==> config.mk <==
export PLATFORM = sky130hd
export DESIGN_NAME = sweep_ctrl_flat
export DESIGN_NICKNAME = d
export VERILOG_FILES = /design/src/rtl/sweep_pkg.sv /design/src/rtl/sweep_ctrl_if.sv /design/src/rtl/sweep_dwell_cnt.sv /design/src/rtl/sweep_ctrl.sv /design/src/flat_wrapper.sv
export SDC_FILE = /design/constraint.sdc
export NUM_CORES = 1
export LEC_CHECK = 0
export ABC_AREA = 0
export ABC_CLOCK_PERIOD_IN_PS = 8000
export CAP_MARGIN = 20
export CELL_PAD_IN_SITES_DETAIL_PLACEMENT = 1
export CELL_PAD_IN_SITES_GLOBAL_PLACEMENT = 1
export CORE_MARGIN = 1.5
export CORE_UTILIZATION = 45
export DETAILED_ROUTE_END_ITERATION = 12
export HOLD_SLACK_MARGIN = 0.02
export PLACE_DENSITY_LB_ADDON = 0.1
export SLEW_MARGIN = 0
export SYNTH_ARGS = -nofsm -noshare
export SYNTH_HDL_FRONTEND = slang
export SYNTH_SLANG_ARGS = --single-unit
export TNS_END_PERCENT = 5
==> constraint.sdc <==
create_clock -name sys_clk -period 8 [get_ports sys_clk]
set_clock_uncertainty 0.2 [all_clocks]
set_input_delay 2 -clock sys_clk [delete_from_list [all_inputs] [get_ports sys_clk]]
set_output_delay 2 -clock sys_clk [all_outputs]
set_load 0.05 [all_outputs]
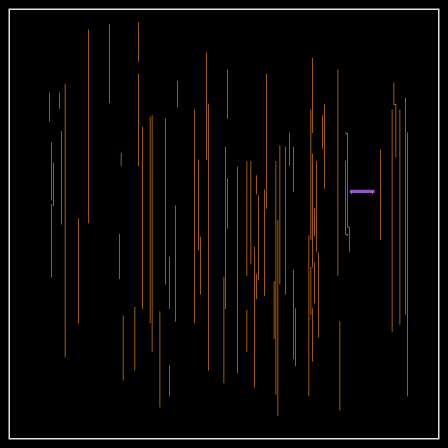
Fig. 1. Routed metal, one color a layer (run 1).
Only two layers are drawn.
M4: in orange, wire length 3790 µm. M5: in purple, wire length 10.1 µm.
routed wire length: 84500 µm
Total GRT Usage: 41.1%
via count: 18700
wire per inst: 29.3 µm

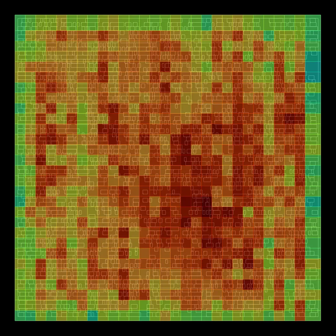
Fig. 2. Track usage over the die (run 1).
M2 GR Usage: 65.7%
met3 GRT Util: 6.81%
met1 usage: 54.0%

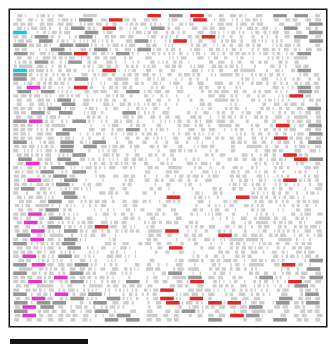
Fig. 3. Sequential cells grouped by signal name (run 1).
Scale bar: 50 µm. Other sequential cells in the stronger gray, the rest of the logic in the fainter gray.
u_core.state_q: in cyan, sequential cells 2. u_core.u_dwell.cnt_q: in magenta, sequential cells 16. u_core.bus.ftw: in red, sequential cells 32.
Another 119 sequential cells are not colored.
fraction of area in registers: 20.2%
fin util: 52.7%
register area: 4230 µm²

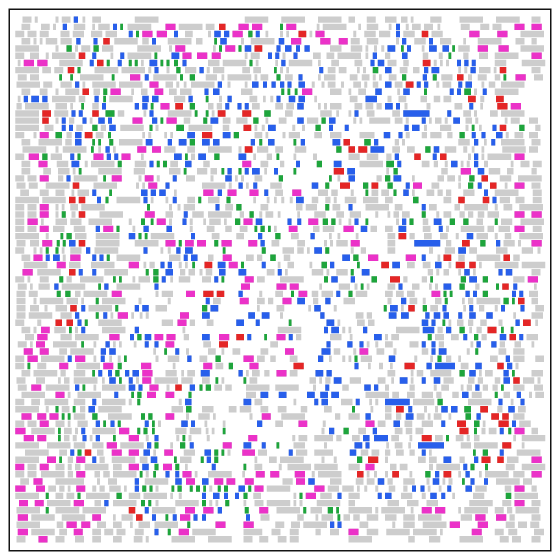
Fig. 4. Selected gate families (run 1).
nand cells: in green, cells 295, where widely spread. mux cells: in magenta, cells 203, where widely spread. aoi and oai cells: in blue, cells 472, where widely spread. non-inverting ao/oa cells: in red, cells 90, where widely spread.
Layout Cells excl Fill: 2884
most instantiated logic cell after routing: inv_1
Comb/total area: 60.3%

==> ci_impl_report.md <==
## Implementation flow summary

| Metric | Value |
|---|---|
| ANT cells | 0 |
| Max Root-Sink Buffers | 2 |
| CP max stage delay | 0.78 ns |
| Port Buffers | 154 |
| Cell Type Count | 93 |
| Yosys warnings | 0 |
| Yosys reg bits | 169 |
| Initial antenna violation count | 1 |
| Most frequent cell after synthesis | inv_1 |
| Clk sinks | 169 |
| Top cells by count, synth | inv_1 (200), nor2_1 (198), dfrtp_1 (169), nand2_1 (167), ha_1 (166) |
| Floorplan row count | 73 |
| Max-area cell share | 23.4% |
| Startpoint Class | flop |
| Die span in x | 204 µm |
| GR Overflow Total | 0 |
| Setup crit end kind | flop |
| Max H-tree Level | 4 |
| Critical path depth | 21 |
| Number of global-route vias before repair | 19200 |
| RSZ-0062 raised after global routing | no |
| Router iterations before antenna repair | 5 |
| Root buffer cell | clkbuf_16 |
| Final min period | 7.78 ns |
| Cell taking the most area after synthesis | dfrtp_1 |
| Outcome | complete, no violations |
| Hold slack | 0.309 ns |
| Seq share, synth | 23.4% |
| Fmax | 129 MHz |
| 1st-iter DRT viols | 1702 |
| WHS Path Cells | 1 |
| First-pass GRT wire length | 125000 µm |
| Fp_density | 45.6% |
| Post-synthesis instance total | 2229 |
| Worst R2R Path Depth | 21 |
| CTS tree | built |
| Min-Delay Path Class | reg -> reg |
| Worst path buffer plus inverter count | 1 |
| Ports | 155 |
| Avg Inst Size Synth | 8.12 µm² |
| Core region area | 39700 µm² |
| Max-slew headroom | 23.6% |
| Synth Flop Type | dfrtp_1 |
| Total of max-cap violations | 0 |
| Yosys stat area | 18100 µm² |
| Worst slew pin tran | 1.15 ns |
| RePlAce Congestion | 1.05 |
| Clk slew on worst S/H paths | 0.09 ns |
| # Cells Yosys | 2229 |
| DRT antenna net count | 0 |
| Pin count of the biggest net entering global routing | 139 |
| CTS Buf Count | 17 |
| Final Net Count | 2632 |
| Post-synth area hogs | dfrtp_1 (23%), ha_1 (11%), mux2_2 (6.4%), mux2i_1 (5.5%), xnor2_1 (5.2%) |
| Kind of critical path | reg -> reg |
| Final Hold Viols | 0 |
| Synth Cell Area | 18100 µm² |
| Insertion Delay late pin | 0.52 ns |
| Worst-path maximum fanout | 12 |
| Drt via density | 6.47 |
| DIE AREA | 41400 µm² |
| Post-synth EDFFs | 0 |
| TNS Setup | 0 ns |
| Layout cell share with drive strength beyond 1 | 10.5% |
| CP cell instances | ha_1 -> nand3_1 -> a2111oi_0 -> nor2_1 -> o31a_1 -> o31ai_1 -> a21boi_0 -> xnor2_1 -> ha_1 -> and4_1 -> nor4bb_1 -> o221ai_1 -> o2111ai_1 -> o31ai_1 -> buf_4 -> or4_1 -> a22o_1 -> nor4b_1 -> nand4_1 -> o211ai_1 -> o211ai_1 |
| Setup bufs post-CTS | 0 |
| Hold buffers post-CTS | 0 |
| Post_cts resized | 0 |
| Layout area overhead | 15.6% |
| Period Utilization, post-route | 97.2% |
| Worst endpoint data arrival time | 7.97 ns |
| Die height | 204 µm |
| Async SR Flop Fraction | 100% |
| Family with the most delay on the worst path | AND-OR/OR-AND gates |
| R2R setup slack | 0.22 ns |
| DP HPWL | 66900 µm |
| OpenROAD warnings | 64 |
| Setup violators final | 0 |
| Slew Limit Fails | 0 |
| Slowest cell on crit path | o31ai_1 |
| DR DRC count | 0 |
| Inst Count DP | 2852 |
| Worst endpoint required time | 8.19 ns |
| Synth Net Count | 2515 |
-- run 1: per-layer routing --
metal	vias to the layer above	part of all wire, %	GRT usage (%)
li1	8215	-	-
met1	9438	42	54.0
met2	842	46	65.7
met3	171	7.9	6.81
met4	2	4.5	19.3
met5	-	0.012	0
-- run 1: final cells by class --
cell class	instances	area (µm²)
Inverter	202	758
Sequential cell	169	4230
Tap cell	525	657
Multi-Input combinational cell	1735	12600
Clock inverter	15	175
Fill cell	4778	18800
Clock buffer	17	425
Timing Repair Buffer	221	2060
-- run 1: worst register-to-register path: stages, from the launching register on --
cell	delay (ns)
dfrtp_1	0.53
ha_1	0.63
nand3_1	0.16
a2111oi_0	0.65
nor2_1	0.09
o31a_1	0.21
o31ai_1	0.78
a21boi_0	0.29
xnor2_1	0.66
ha_1	0.24
and4_1	0.19
nor4bb_1	0.42
o221ai_1	0.20
o2111ai_1	0.14
o31ai_1	0.15
buf_4	0.19
or4_1	0.51
a22o_1	0.19
nor4b_1	0.59
nand4_1	0.24
o211ai_1	0.26
o211ai_1	0.13
-- run 1: kinds of logic (layout without fill, tap and decap cells) --
family,count (synthesis),in the layout,share of synthesized area (%)
XOR/XNOR,159,159,7.92
buffers and inverters,325,455,7.04
adder cells (fa/ha/maj),168,168,11.7
flip-flops,169,169,23.4
AND/OR/NAND/NOR,643,643,17.1
multiplexers,203,203,12.0
AND-OR/OR-AND,562,562,21.0
-- run 1: placed cells by master, fill, tap and decap left out, types with 18 or more instances in the layout --
cell / netlist / layout
xor2_1: 49 / 49
nand4_1: 40 / 40
nand2_1: 167 / 167
xnor2_1: 107 / 107
mux2i_1: 99 / 99
ha_1: 166 / 164
nand2b_1: 22 / 21
or3_1: 18 / 18
a21oi_1: 125 / 125
a31oi_1: 20 / 20
mux2_2: 103 / 103
clkdlybuf4s50_1: 0 / 153
o21ai_0: 146 / 146
nor4_1: 28 / 27
o211ai_1: 19 / 19
inv_1: 200 / 200
nor2_1: 198 / 196
buf_4: 2 / 66
dfrtp_1: 169 / 169
nor3_1: 30 / 30
nor2b_1: 21 / 21
o21a_1: 21 / 21
a21o_1: 25 / 25
nand3_1: 60 / 59
a211oi_1: 42 / 42
-- run 1: through the flow --
step / utilization, % / area [µm²] / worst slack, ns
6_report: 52.7 / 20900 / 0.222
4_1_cts: 52.7 / 20900 / 0.588
3_5_place_dp: 51.2 / 20300 / 0.697
2_1_floorplan: - / 18100 / 1.83
3_3_place_gp: 51.2 / 20300 / 0.962
5_1_grt: 52.7 / 20900 / 0.0208
